==> config.mk <==
export PLATFORM = sky130hd
export DESIGN_NAME = shift_rx_deser
export DESIGN_NICKNAME = d
export VERILOG_FILES = /design/src/rtl/shift_rx_deser.sv
export SDC_FILE = /design/constraint.sdc
export NUM_CORES = 1
export LEC_CHECK = 0
export CORE_ASPECT_RATIO = 0.9
export CORE_MARGIN = 2
export CORE_UTILIZATION = 45
export DETAILED_ROUTE_END_ITERATION = 8
export PLACE_DENSITY = 0.68
export SYNTH_ARGS = -nofsm -noshare
export SYNTH_HDL_FRONTEND = slang
export SYNTH_SLANG_ARGS = --single-unit
==> constraint.sdc <==
create_clock -name clock -period 2.1 [get_ports clock]
set_input_delay 0.63 -clock clock [delete_from_list [all_inputs] [get_ports clock]]
set_output_delay 0.63 -clock clock [all_outputs]
set_load 0.02 [all_outputs]
==> src/rtl/shift_rx_deser.sv <==
// -----------------------------------------------------------------------------
// shift_rx_deser
//
// Serial-to-parallel receiver that sits after the shift_reg stage. It samples
// the bit that shift_reg drives on its LSB and rebuilds WIDTH-bit words, least
// significant bit first. Each finished word goes into a small first-word-
// fall-through FIFO, which the consumer drains with a valid/ready handshake.
// If a word finishes while the FIFO is full and nothing is popped on that edge,
// the word is dropped and the sticky overflow flag is set.
//
// Parameters
//   WIDTH       word width in bits; also the number of serial bits per word
//   DEPTH       FIFO depth in words (power of two, at least 2)
//
// Ports
//   clock       system clock, all state changes on the rising edge
//   reset       synchronous, active-high; overrides every other input
//   ser_valid   ser_in carries a valid bit this cycle
//   ser_in      serial data bit (shift_reg d_out[0])
//   frame_start current bit is bit 0 of a new word (a partial word is dropped)
//   d_out       head-of-FIFO word; reads 0 while the FIFO is empty
//   out_valid   FIFO not empty
//   out_ready   consumer takes d_out on this edge
//   overflow    sticky; set when a completed word was dropped
//   bit_count   bits collected in the current partial word
//   fifo_count  words currently held in the FIFO (0..DEPTH)
// -----------------------------------------------------------------------------
module shift_rx_deser #(
    parameter int WIDTH = 8,
    parameter int DEPTH = 4,
    // Derived widths. They are parameters only so that they can size the
    // ports; they are not meant to be overridden.
    parameter int BCW   = (WIDTH > 1) ? $clog2(WIDTH) : 1,
    parameter int CW    = $clog2(DEPTH) + 1
) (
    input  logic             clock,
    input  logic             reset,
    input  logic             ser_valid,
    input  logic             ser_in,
    input  logic             frame_start,
    output logic [WIDTH-1:0] d_out,
    output logic             out_valid,
    input  logic             out_ready,
    output logic             overflow,
    output logic [BCW-1:0]   bit_count,
    output logic [CW-1:0]    fifo_count
);

    localparam int PW = $clog2(DEPTH);

    // ---------------------------------------------------------------------
    // Word assembly
    // ---------------------------------------------------------------------
    logic [WIDTH-1:0] asm_reg;
    logic [WIDTH-1:0] asm_d;
    logic [WIDTH-1:0] asm_shift;
    logic [WIDTH-1:0] asm_fresh;
    logic [BCW-1:0]   bit_count_d;
    logic [WIDTH-1:0] word_val;
    logic             word_done;

    always_comb begin
        // New bits enter at the MSB and walk down, so after WIDTH shifts the
        // first bit received sits in bit 0.
        asm_shift            = asm_reg >> 1;
        asm_shift[WIDTH-1]   = ser_in;

        // A frame_start bit begins a word from scratch: older partial bits
        // are cleared rather than shifted along.
        asm_fresh            = '0;
        asm_fresh[WIDTH-1]   = ser_in;

        asm_d       = asm_reg;
        bit_count_d = bit_count;
        word_val    = asm_shift;
        word_done   = 1'b0;

        if (ser_valid) begin
            if (frame_start) begin
                asm_d    = asm_fresh;
                word_val = asm_fresh;
                // With one-bit words, the frame_start bit is itself a word.
                if (WIDTH == 1) begin
                    word_done   = 1'b1;
                    bit_count_d = '0;
                end else begin
                    bit_count_d = BCW'(1);
                end
            end else if (bit_count == BCW'(WIDTH - 1)) begin
                asm_d       = asm_shift;
                word_val    = asm_shift;
                word_done   = 1'b1;
                bit_count_d = '0;
            end else begin
                asm_d       = asm_shift;
                bit_count_d = bit_count + BCW'(1);
            end
        end else if (frame_start) begin
            asm_d       = '0;
            bit_count_d = '0;
        end
    end

    always_ff @(posedge clock) begin
        if (reset) begin
            asm_reg   <= '0;
            bit_count <= '0;
        end else begin
            asm_reg   <= asm_d;
            bit_count <= bit_count_d;
        end
    end

    // ---------------------------------------------------------------------
    // First-word-fall-through FIFO
    // ---------------------------------------------------------------------
    logic [WIDTH-1:0] mem [DEPTH];
    logic [PW-1:0]    wr_ptr;
    logic [PW-1:0]    rd_ptr;
    logic             fifo_full;
    logic             fifo_empty;
    logic             pop;
    logic             push;
    logic             drop;

    assign fifo_full  = (fifo_count == CW'(DEPTH));
    assign fifo_empty = (fifo_count == '0);
    assign pop        = !fifo_empty && out_ready;

    // A full FIFO still accepts a word when a pop frees a slot on the same
    // edge; only a push into a full FIFO with no pop is dropped.
    assign push = word_done && (!fifo_full || pop);
    assign drop = word_done && fifo_full && !pop;

    always_ff @(posedge clock) begin
        if (reset) begin
            wr_ptr     <= '0;
            rd_ptr     <= '0;
            fifo_count <= '0;
            overflow   <= 1'b0;
        end else begin
            // DEPTH is a power of two, so the pointers wrap on their own.
            if (push) begin
                wr_ptr <= wr_ptr + PW'(1);
            end
            if (pop) begin
                rd_ptr <= rd_ptr + PW'(1);
            end
            case ({push, pop})
                2'b10:   fifo_count <= fifo_count + CW'(1);
                2'b01:   fifo_count <= fifo_count - CW'(1);
                default: fifo_count <= fifo_count;
            endcase
            if (drop) begin
                overflow <= 1'b1;
            end
        end
    end

    // Storage has no reset; the pointers and count are what define the
    // contents, and d_out is masked while empty.
    always_ff @(posedge clock) begin
        if (!reset && push) begin
            mem[wr_ptr] <= word_val;
        end
    end

    assign out_valid = !fifo_empty;
    assign d_out     = fifo_empty ? '0 : mem[rd_ptr];

endmodule

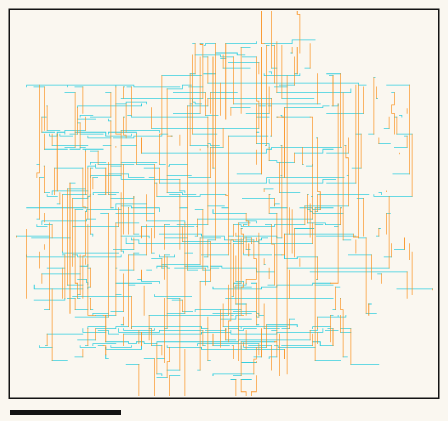
**Above:** run 1 (routed metal, one colour a layer).
Bar = 20 um. Only two layers are drawn.
- M1: cyan (wire length 1,750 um)
- M2: orange (wire length 1,970 um)
overall fraction of global-route tracks in use: 15.9%
vias after detailed routing: 1,297

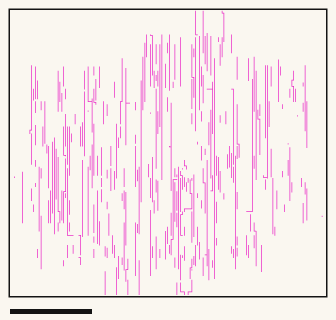
**Above:** run 1 (metal 2).
Bar = 20 um.
- longest straight run: 53.7 um
- main direction: vertical
- wire length on this layer: 1,970 um
- nets with wire on the layer: 185
GR Layer Usage met2: 27.2%
wire length after detailed routing: 3.97 mm

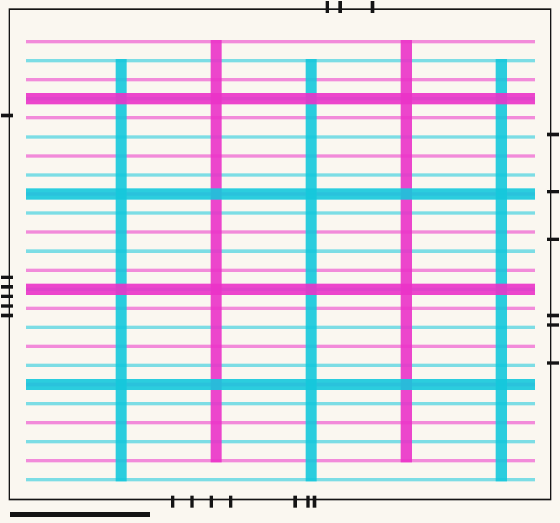
**Above:** run 1 (floorplan with the power grid).
Bar = 20 um. Pins as bars on the die edge.
- VSS: cyan
- VDD: magenta
- met4 straps: 5
- met1 rails: 24
- signal pins: 22
- rows: 23
die width: 77.1 um
Die Y: 69.8 um
Core Footprint: 4550 sq um
Worst IR Drop VDD: 0.000493 V

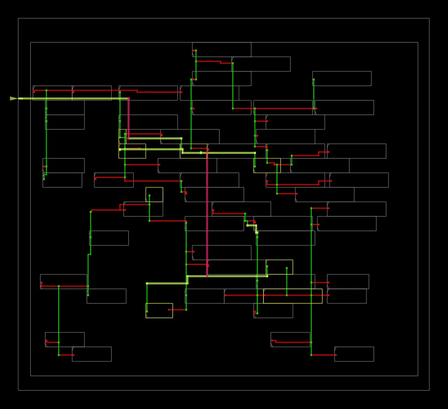
**Above:** run 1 (clock nets).
clock group power: 0.671 mW
latest clock arrival within the worst-skew pair: 0.30 ns
CTS sink cnt: 52
registers: 52

==> notes.md, run 1 <==
Implementation run completed; key figures follow.

Yosys:
- The cell-mix breakdown from Yosys lists the XOR/XNOR area share as 1.21%.
- The run gives the post-synthesis cell area as 2160 sq um.
- The run gives the synthesized chip area reported by yosys as 2160 sq um.
- For reference, the top logic cell family by area is simple AND/OR/NAND/NOR gates.
- The run puts the post-synthesis share of cell area spent on and-or and or-and gates at roughly 2.2%.
- Yosys instantiated no cell more often than edfxtp_1.
- The run gives the leading register cell type out of synthesis as edfxtp_1.
- The run gives the post-synthesis cell count as 154.

Final timing:
- The run puts the worst-case clock skew at slightly below 0.005 ns.
- The run puts the setup slack after layout at -0.102 ns.
- Setup repair after global routing could not meet its margin everywhere.
- The smallest clock period supported by the final layout is computed as approximately 2.2 ns.
- The run gives the number of setup violations in the final report as 8.
- For the final routed database, the setup TNS stands at -0.728 ns.

Die:
- The run puts the core utilization before placement at 47.6%.
- The run gives the row count as 23.
- The run gives the area of the die as 5380 sq um.

Detailed routing:
- Wire segments on met2 add up to 1.97 mm in the final route.
- Signal routing reaches up to met4.
- After the first detailed-routing iteration, the DRC count stood at 66.

Critical path:
- The run gives the data arrival time of the worst path as 1.57 ns.
- STA classifies the critical path startpoint as a flop.
- STA lists the endpoint of the worst register-to-register path as fifo_count[2].
- The run gives the path length in cells of the critical path as 4.
- The run puts the number of buffers and inverters on the critical path at 2.

Power:
- The run gives the overall power after layout as 2.38 mW.
- The run gives the sequential logic power as between 1 and 1.5 mW.
- The internal portion of the total power is 1.73 mW.

Clock network:
- The run puts the post-CTS setup repair buffer count at 0.
- The run gives the clock root buffer as clkbuf_8.

Min path:
- The endpoint of the worst hold path is reported as overflow.
- Hold analysis shows the worst path with a depth of 2.

GRT:
- The run puts the global-route wire length before repair at 6.54 mm.
- The run gives the via count of the first global-routing pass as 1,316.
- Entering global routing, the biggest net connects 17 pins.

Layout:
- The run gives the flip-flop count of the largest register, all copies and words added as 32.
- Non-clock inverters in the final layout number 6.
- The final report lists a non-filler cell total of ~260.
- The number of antenna diodes in the final layout is 0.
- Leaving out fill and tap cells, the most frequent cells in the layout are 32 x edfxtp_1, 21 x nor2_1, 20 x buf_4.
- After filler insertion, the fill cell instance count of the layout stands at 394.

Flow run:
- The run gives the number of max-cap violations as 0.

Status:
- The final reports fail on negative setup slack.
- The run finished, with violations left.
**Run 1: signal wires on met3**

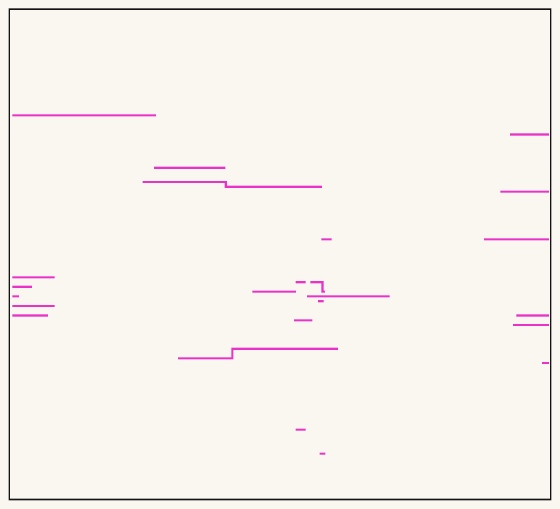

==> inputs of run 2 (changes only) <==
--- a/config.mk
+++ b/config.mk
@@ -9,7 +9,10 @@
 export CORE_MARGIN = 2
 export CORE_UTILIZATION = 45
 export DETAILED_ROUTE_END_ITERATION = 8
+export GPL_ROUTABILITY_DRIVEN = 0
 export PLACE_DENSITY = 0.68
+export SKIP_LAST_GASP = 1
 export SYNTH_ARGS = -nofsm -noshare
 export SYNTH_HDL_FRONTEND = slang
 export SYNTH_SLANG_ARGS = --single-unit
+export TNS_END_PERCENT = 30
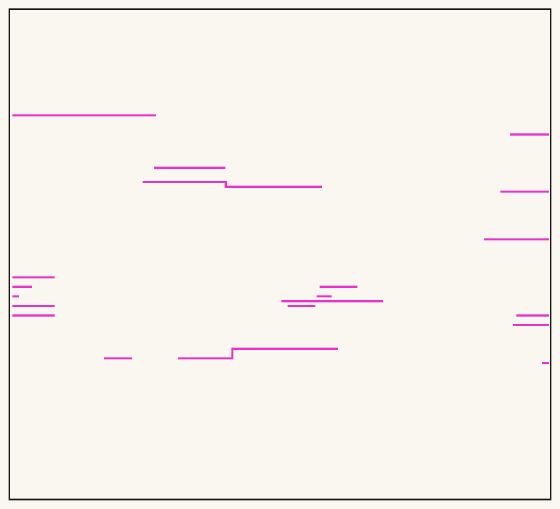
**Above:** run 2 (signal wires on met3).
- main direction: horizontal
- wire length on this layer: 160 um
- nets with wire on the layer: 18
- longest straight run: 20.2 um
- share of all routed wire: 4.1%
wire length after detailed routing: 3.92 mm
met3 usage: 4.43%
vias after detailed routing: 1,289

==> run 2 against run 1 <==
Compared with the run above:
- the run still ends with negative setup slack left
- cell count is the same
- synthesized area did not move
- non-clock buffer count unchanged
==> notes.md, run 2 <==
Implementation run completed; key figures follow.

Status:
- The flow ran to the end, but the final reports show violations.
- The final reports fail on negative setup slack.

Critical path:
- The run gives the endpoint of the worst register-to-register path as fifo_count[2].
- For reference, the critical path cell chain is buf_12, mux4_2, nor2b_1, buf_2.
- The run puts the path length in cells of the critical path at 4.
- The worst setup path is of the flop to primary output kind.
- STA classifies the critical path startpoint as a flop.
- Along the critical path, the tally of buffer and inverter instances is 2.
- The run puts the logic depth of the worst register-to-register path at 8.
- The kind of cell with the highest combined delay along the critical path is multiplexers.
- The run puts the data arrival time of the worst path at roughly 1.6 ns.

Layout:
- The run puts the growth of design area from synthesis to finish at 25.0%.
- The run puts the flip-flop count of the largest register, all copies and words added at 32.
- The most common logic cells in the final layout are 32 x edfxtp_1, 21 x nor2_1, 20 x buf_4.
- The run puts the post-route core utilization at ~60%.
- Counting the inverters off the clock network in the layout gives 6.
- The run puts the area of the multi-input gates at 767 sq um.
- The run puts the count of non-CTS buffers in the layout at 43.
- The run puts the antenna diode count at 0.
- The final layout contains a sequential cell count of 52.
- The run gives the count of placed standard cells in the final layout, fillers left out as 262.
- The layout report lists the combined flip-flop and latch area as roughly 1400 sq um.
- The run gives the share of post-route cells with drive strength above 1 as 27.0%.
- In the final layout, the fill cell count is 393.

Detailed routing:
- The routed wirelength on the met1 layer is recorded as around 1.8 mm.
- The run puts the met2 layer wire length in the routed design at 1.99 mm.
- The run puts the number of violations reported at the end of detailed-routing iteration 0 at 58.
- The run gives the uppermost layer routed as met4.

Clock network:
- The run puts the total clock buffers created by CTS at 5.
- The run puts the count of cells resized by post-cts repair at 34.
- The run gives the post-CTS setup repair buffer count as 0.
- Per the skew report, the later register of the worst-skew pair sees a clock latency of 0.30 ns.
- The run puts the number of clock sinks seen by CTS at 52.
- The H-tree was split into 2 levels.
- TritonCTS built the clock tree.
- CTS placed an instance of clkbuf_8 at the clock tree root.

Die:
- In this run the count of I/O pins placed on the die edge is 22.
- The run gives the die width as approximately 77 um.
- The flow inserted 62 tap cells.
- From bottom edge to top edge, the die measures 69.8 um.
- In this run the full chip footprint comes out at approximately 5400 sq um.
- The run gives the row count as 23.
- According to the floorplan report, the placeable core area is roughly 4500 sq um.
- Once the floorplan was initialized, standard cells occupied between 40% and 50% of the core.

Power:
- The run gives the sequential logic power as ~1.1 mW.
- The run gives the power spent charging and discharging nets as 0.649 mW.
- The power report lists the clock group at 0.670 mW.
- In the power breakdown, the biggest contributor is sequential cells.
- The run gives the logic gate share of total power as approximately a quarter.
- The run gives the proportion of power drawn by flip-flops and latches as 47.0%.
- The run puts the internal power at 1.73 mW.
- The run puts the overall power after layout at 2.38 mW.

Yosys:
- According to the Yosys statistics, the synthesized design has a chip area of approximately 2200 sq um.
- The run puts the count of library flops with an enable pin at 32.
- For reference, the top cells by area after synthesis are edfxtp_1 44%, dfxtp_1 18%, mux4_2 8.3%, mux2i_1 4.6%, nor2_1 3.6%.
- Per the synth stats, the flop cell with the highest instance count is edfxtp_1.
- The run gives the post-synthesis share of cell area spent on and-or and or-and gates as 2.20%.
- The synthesized instance count is 154.
- The run puts the xor/xnor share of the synthesized area at around 1.2%.
- For this run the top cell type by instance count after synthesis was edfxtp_1.
- In this run the cell area of the synthesized design comes to ~2200 sq um.
- The run puts the basic-gate share of the synthesized area counting and, or, nand and nor cells at about 14%.
- Grouping non-sequential cells by family puts the most area in simple AND/OR/NAND/NOR gates.

Flow run:
- The run puts the number of max-cap violations at 0.

Final timing:
- The run puts the slew at the pin closest to its max-slew limit at 0.300 ns.
- The run puts the sum of negative setup slack at -0.745 ns.
- The run gives the number of setup violations in the final report as 9.
- Setup repair after global routing could not meet its margin everywhere.
- The run puts the worst-case clock skew at 0.00486 ns.
- The final timing report lists a max-slew violation count of 0.
- The run puts the setup slack after layout at -0.102 ns.
- The run gives the highest attainable clock frequency as ~0.45 GHz.
- The run gives the time the worst path needs with I/O delays and setup as between 2 and 2.5 ns.

Place:
- The run gives the area after detailed placement as 2630 sq um.
- The run puts the half-perimeter wire length after detailed placement at 2.95 mm.
- The run gives the count of buffers inserted at the top-level ports as 21.

GRT:
- Global routing put the most usage on met2.
- The run puts the global-route wire length before repair at 6.54 mm.
- The run puts the met2 usage in global routing at 27.2%.
- The run gives the maximum number of pins on one net before global-route repair as 17.
- The initial antenna violation count was 0.
- The run puts the global-route usage over all layers at 15.9%.
- The via count of the first global-routing pass was roughly 1,300.

Min path:
- The run puts the number of stages on the worst hold path at 2.
- For hold timing, the worst endpoint is overflow.
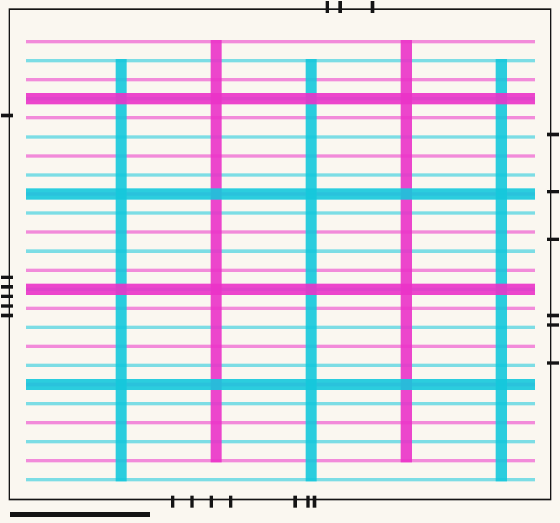
**Above:** run 2 (floorplan with the power grid).
Bar = 20 um. Pins as bars on the die edge.
- VDD: magenta
- VSS: cyan
- signal pins: 22
- rows: 23
- met4 straps: 5
Worst IR Drop VDD: 0.000490 V

**Run 2: metal 2**

Bar = 20 um.
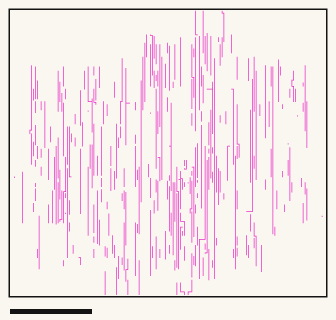

==> inputs of run 3 (changes only) <==
--- a/config.mk
+++ b/config.mk
@@ -8,6 +8,7 @@
 export CORE_ASPECT_RATIO = 0.9
 export CORE_MARGIN = 2
 export CORE_UTILIZATION = 45
+export CTS_BUF_LIST = sky130_fd_sc_hd__clkbuf_8
 export DETAILED_ROUTE_END_ITERATION = 8
 export GPL_ROUTABILITY_DRIVEN = 0
 export PLACE_DENSITY = 0.68
==> constraint.sdc (replaced) <==
create_clock -name clock -period 1.9 [get_ports clock]
set_input_delay 0.57 -clock clock [delete_from_list [all_inputs] [get_ports clock]]
set_output_delay 0.57 -clock clock [all_outputs]
set_load 0.02 [all_outputs]
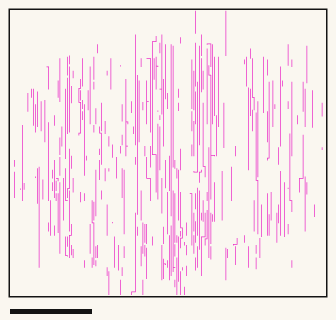
**Above:** run 3 (metal 2).
Bar = 20 um.
- nets with wire on the layer: 187
- longest straight run: 41.8 um
- main direction: vertical
- share of all routed wire: 52%
- wire length on this layer: 2,110 um
wire length after detailed routing: 4.05 mm
GR Layer Usage met2: 27.5%
vias after detailed routing: 1,317

==> run 3 against run 2 <==
Compared with the run above:
- the flow still finishes with violations (negative setup slack)
- cell area is 4.9% higher
- via count is 2.2% higher
- largest cell class unchanged
- critical path depth is the same
- non-clock buffer count up 2
==> notes.md, run 3 <==
Implementation run completed; key figures follow.

Die:
- According to the floorplan report, the die height is 69.8 um.
- The run puts the area of the die at 5380 sq um.
- The run gives the row count as 23.
- The run puts the core utilization before placement at a little under half.
- After floorplanning, the core was sized to cover 4550 sq um.
- The run gives the number of primary I/O pins as 22.

Layout:
- The run puts the flip-flop count of the largest register, all copies and words added at 32.
- The run puts the antenna diode count at 0.
- The run gives the post-route core utilization as a little over three fifths.
- The run gives the count of inverters other than clock inverters in the layout as 6.
- The run gives the count of placed standard cells in the final layout, fillers left out as 264.
- The run puts the count of non-CTS buffers in the layout at approximately 45.
- The run gives the share of post-route cells with drive strength above 1 as 31.7%.
- There are about 52 flip-flops and latches.
- The most common logic cells in the final layout are 32 x edfxtp_1, 21 x nor2_1, 20 x buf_4.
- Counting the fill cells in the layout gives 375.
- The run puts the sequential cell area at between 1000 and 1500 sq um.

Clock network:
- The run puts the number of clock sinks seen by CTS at 52.
- The run puts the number of H-tree levels at 2.
- The run puts the total clock buffers created by CTS at 5.
- The run gives the post-CTS setup repair buffer count as 2.
- The run gives the count of cells resized by post-cts repair as 38.
- The run gives the clock root buffer as clkbuf_8.
- The run gives the clock latency of the later-clocked register in the worst-skew pair as approximately 0.3 ns.

Detailed routing:
- The run gives the uppermost layer routed as met4.
- The run gives the met2 layer wire length in the routed design as ~2.1 mm.
- The post-route report lists met1 wire length as 1.79 mm.
- The run gives the number of violations reported at the end of detailed-routing iteration 0 as 120.

Min path:
- The path with the worst hold slack has its endpoint at overflow.
- The run gives the number of stages on the worst hold path as 2.

Final timing:
- Setup repair after global routing could not meet its margin everywhere.
- The run puts the highest attainable clock frequency at 0.463 GHz.
- The run gives the slew at the pin closest to its max-slew limit as 0.337 ns.
- The run puts the worst-case clock skew at slightly above 0.007 ns.
- The run puts the setup slack after layout at -0.259 ns.
- Adding up every negative setup slack in the final design gives -1.93 ns.
- From the final report, the count of setup violators was given as 11.

GRT:
- The run puts the maximum number of pins on one net before global-route repair at 17.
- The run puts the initial antenna violation count at 0.
- The via count of the first global-routing pass came to 1,360.
- The run puts the global-route wire length before repair at just under 7 mm.
- met2 is the most crowded layer.
- The run puts the met3 demand-to-capacity share in global routing at 3.26%.

Place:
- The run gives the area after detailed placement as 2680 sq um.
- The run puts the half-perimeter wire length after detailed placement at approximately 2.9 mm.
- In this run the tool buffered the top-level ports with 21 buffer cells.

Power:
- The flow reports that sequential cells draw 45.5% of the design power.
- The run gives the sequential logic power as roughly 1.2 mW.
- The run puts the worst vdd rail ir drop at 0.000468 V.
- The run gives the largest power group as sequential cells.
- Overall power consumption after layout is estimated at about 2.7 mW.

Yosys:
- The run gives the basic-gate share of the synthesized area counting and, or, nand and nor cells as 13.8%.
- The run gives the post-synthesis share of cell area spent on and-or and or-and gates as 2.20%.
- Yosys shows that the main logic family after synthesis is simple AND/OR/NAND/NOR gates.
- The synthesized design contains 32 enable-type register cells.
- After synthesis the cells add up to 2160 sq um.
- In the post-synthesis netlist, the cell with the most instances is edfxtp_1.
- The run gives the post-synthesis cell count as 154.

Critical path:
- Broken down by cell family, the worst path's largest delay share belongs to multiplexers.
- The run puts the number of buffers and inverters on the critical path at 2.
- Listed in order, past its start point the critical path passes buf_12, mux4_2, nor2b_1, buf_4.
- The run gives the path length in cells of the critical path as 4.
- The run puts the data arrival time of the worst path at 1.59 ns.
- STA classifies the critical path startpoint as a flop.
- The run puts the logic depth of the worst register-to-register path at 8.
- STA lists the endpoint of the worst register-to-register path as fifo_count[2].

Status:
- The final reports fail on negative setup slack.
- The run finished, with violations left.

Flow run:
- The run gives the number of max-cap violations as 0.
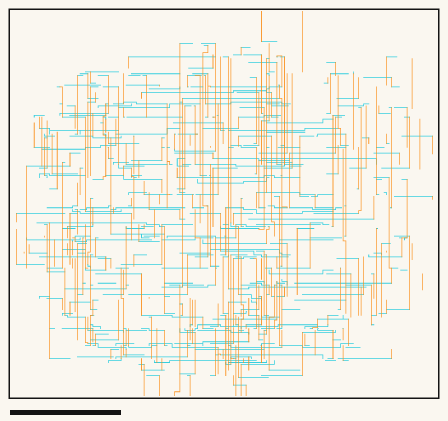
**Above:** run 3 (routed metal, one colour a layer).
Bar = 20 um. Only two layers are drawn.
- M1: cyan (wire length 1,790 um)
- M2: orange (wire length 2,110 um)
overall fraction of global-route tracks in use: 16.4%
routed length per instance: 15.4 um

Power is estimated from default activity; no workload was simulated.
